Figure 1. Cell placement.
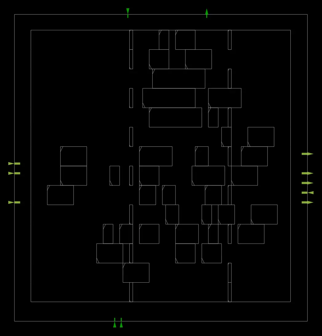
Figure 2. The metal 2 layer.
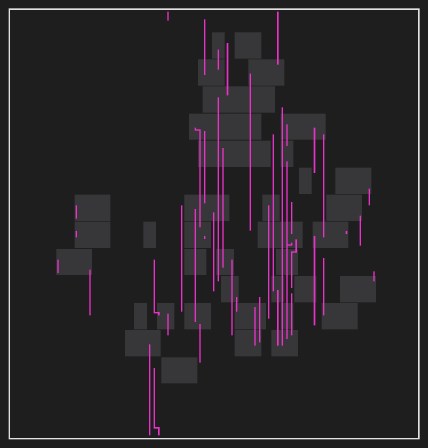
Figure 3. Selected gate families.
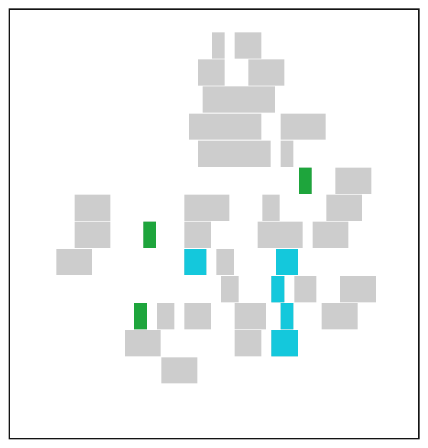
==> config.mk <==
export PLATFORM = sky130hd
export DESIGN_NAME = contador_mod_6
export DESIGN_NICKNAME = d
export VERILOG_FILES = /design/src/rtl/contador_mod_6.sv
export SDC_FILE = /design/constraint.sdc
export NUM_CORES = 1
export LEC_CHECK = 0
export CAP_MARGIN = 20
export CELL_PAD_IN_SITES_DETAIL_PLACEMENT = 1
export CELL_PAD_IN_SITES_GLOBAL_PLACEMENT = 2
export CORE_AREA = 2 2 39 41
export DETAILED_ROUTE_END_ITERATION = 12
export DIE_AREA = 0 0 41 43
export PLACE_DENSITY = 0.72
export SYNTH_ARGS = -nofsm -noshare
export SYNTH_HDL_FRONTEND = slang
export SYNTH_SLANG_ARGS = --single-unit
export TNS_END_PERCENT = 1
==> constraint.sdc <==
create_clock -name clk -period 3 [get_ports clk]
set_input_delay 0.6 -clock clk [delete_from_list [all_inputs] [get_ports clk]]
set_output_delay 0.6 -clock clk [all_outputs]
set_load 0.01 [all_outputs]
==> src/rtl/contador_mod_6.sv <==
// Modulo-6 down-counter for the tens digit of a min:sec timer.
// Counts 5..0 and wraps to 5. It also supports clear, saturating parallel load, and a borrow output for cascading.
module contador_mod_6 (
    input  logic       clk,
    input  logic       clearn,
    input  logic [2:0] data,
    input  logic       loadn,
    input  logic       en,
    output logic [2:0] tens,
    output logic       tc,
    output logic       zero
);

    localparam logic [2:0] MAX_DIGIT = 3'd5;

    logic [2:0] load_value;

    // Out-of-range load values clamp to 5, so the register can never hold 6 or 7.
    always_comb begin
        load_value = (data > MAX_DIGIT) ? MAX_DIGIT : data;
    end

    // NOTE: sequential state uses non-blocking assignments so every flop samples pre-edge values.
    always_ff @(posedge clk) begin
        if (!clearn) begin
            tens <= 3'd0;
        end else if (!loadn) begin
            tens <= load_value;
        end else if (en) begin
            tens <= (tens == 3'd0) ? MAX_DIGIT : tens - 3'd1;
        end
    end

    assign zero = (tens == 3'd0);
    assign tc   = en & zero;

endmodule

==> results.ini <==
[sta]
rsz0062_at_grt=false
skew_ns=0.0002220
fmax_ghz=0.4135

[routing]
drtIter0Drc=3
antenna_left=0
wl_met1_um=192
post_drt_wl_per_cell_um=10.07
post-route-drc-count=0
met3_length_um=47
maxUsedRoutingLayer=met4

[global_routing]
antenna_found_initial=0
grt_usage=0.08124

[die]
dieArea_um2=1763
die_y_um=43

[clock_tree]
h-tree-depth=1
path_clk_slew_ns=0.04
cts_sinks=3
ctsHoldBuffers=0
cts_root_buf=clkbuf_4

[setup_path]
worstSetupStartpointType=input port
cp-startpoint=en
slowest_delay_ns=0.55
crit_arrival_ns=1.82
cp_top_family=buffers and inverters

[placement]
placed_cells=50
gp_congestion=0.6761

[synth]
yosys.area_share.aoi=0.2961
mux_area_frac=0
largest_area_cell=dfxtp_1
xor_share=0
syn_area_um2=190.2
async_flop_share=0
yosys.stat.chipArea_um2=190.2
synth.avg_cell_area_um2=8.269

[layout]
regMostFlops=tens
reg_top3=tens (3)

[flow_run]
maxCapViolations=0
warnings=26

[run_status]
status=finished, final reports clean

About Figure 1:
number of non-filler instances in the completed layout: 54
row count: 14
num tapcells: 16
Seq/total area: 0.1733
fillers: 175

About Figure 2:
The layer holds 53% of the routed length. 38 nets have wire on it. The layer carries 287 um of wire.
met2 GRT Util: 0.1344
DRT Wirelength: 544 um
Vias: 218

About Figure 3:
Key: green = inv cells [cells 3]; cyan = nand cells [cells 5]
Commonest Layout Cell: clkdlybuf4s50_1
combinational share of cell area: 0.3430

final cells by class:
| cell class | instances | area share |
|---|---|---|
| tap | 16 | 0.05776 |
| inverter | 3 | 0.03249 |
| multi-input combinational | 17 | 0.3430 |
| timing repair buffer | 11 | 0.3177 |
| sequential | 3 | 0.1733 |
| clock buffer | 4 | 0.07581 |
per-stage QoR:
step	utilization	cell area (um^2)	worst slack, ns	total power (uW)
2_1_floorplan	-	190.2	1.528	65.61
3_3_place_gp	0.2315	320.3	0.6024	90.60
3_5_place_dp	0.2315	320.3	0.5845	91.99
4_1_cts	0.2505	346.6	0.5810	164.8
5_1_grt	0.2505	346.6	0.5199	175.6
6_report	0.2505	346.6	0.5815	161.5
per-layer routing:
layer / GRT usage / vias to the layer above
li1: - / 113
met1: 0.08333 / 93
met2: 0.1344 / 10
met3: 0.01571 / 2
met4: 0.06000 / 0
met5: 0 / -
cell usage in the layout (no fill, tap or decap):
| master | netlist | final |
|---|---|---|
| nand2_1 | 2 | 2 |
| a31o_2 | 1 | 1 |
| o211ai_1 | 1 | 1 |
| and4bb_1 | 1 | 1 |
| clkbuf_1 | 0 | 1 |
| clkbuf_4 | 0 | 3 |
| and2_1 | 1 | 1 |
| a211oi_1 | 1 | 1 |
| inv_1 | 3 | 3 |
| nand3b_1 | 1 | 1 |
| a211oi_2 | 1 | 1 |
| a21oi_1 | 4 | 4 |
| clkdlybuf4s50_1 | 0 | 11 |
| ha_1 | 1 | 1 |
| nand2b_1 | 2 | 2 |
| dfxtp_1 | 3 | 3 |
| nor2_1 | 1 | 1 |
worst register-to-register path, delay by kind of cell (launching register included):
kind,cells,cell delay [ns]
AOI/OAI and AO/OA,2,0.38
DFF,1,0.34
adders and majority gates,1,0.19
and+or+nand+nor,2,0.17
where the power goes:
| part | leakage, uW | internal [uW] | total (uW) | switching (uW) |
|---|---|---|---|---|
| combinational | 0.0000949 | 26.4 | 43.7 | 17.3 |
| sequential | 0.0000250 | 43.4 | 47.0 | 3.57 |
| clock | 0.0000150 | 49.8 | 70.8 | 21.0 |
| total | 0.000135 | 120 | 161 | 41.8 |
final timing paths:
check             cells after the start                   end  slack, ns
hold / removal                        2  tens[0]$_SDFFE_PN0P_       0.57
hold reg to reg                       2  tens[0]$_SDFFE_PN0P_       0.57
setup / recovery                      3                    tc       0.58
setup reg to reg                      5  tens[0]$_SDFFE_PN0P_       1.84
cell families after synthesis:
group,after synthesis
AOI/OAI and AO/OA,8
DFF,3
buffers and inverters,3
and+or+nand+nor,8
adders and majority gates,1
Power and IR drop assume default switching activity.
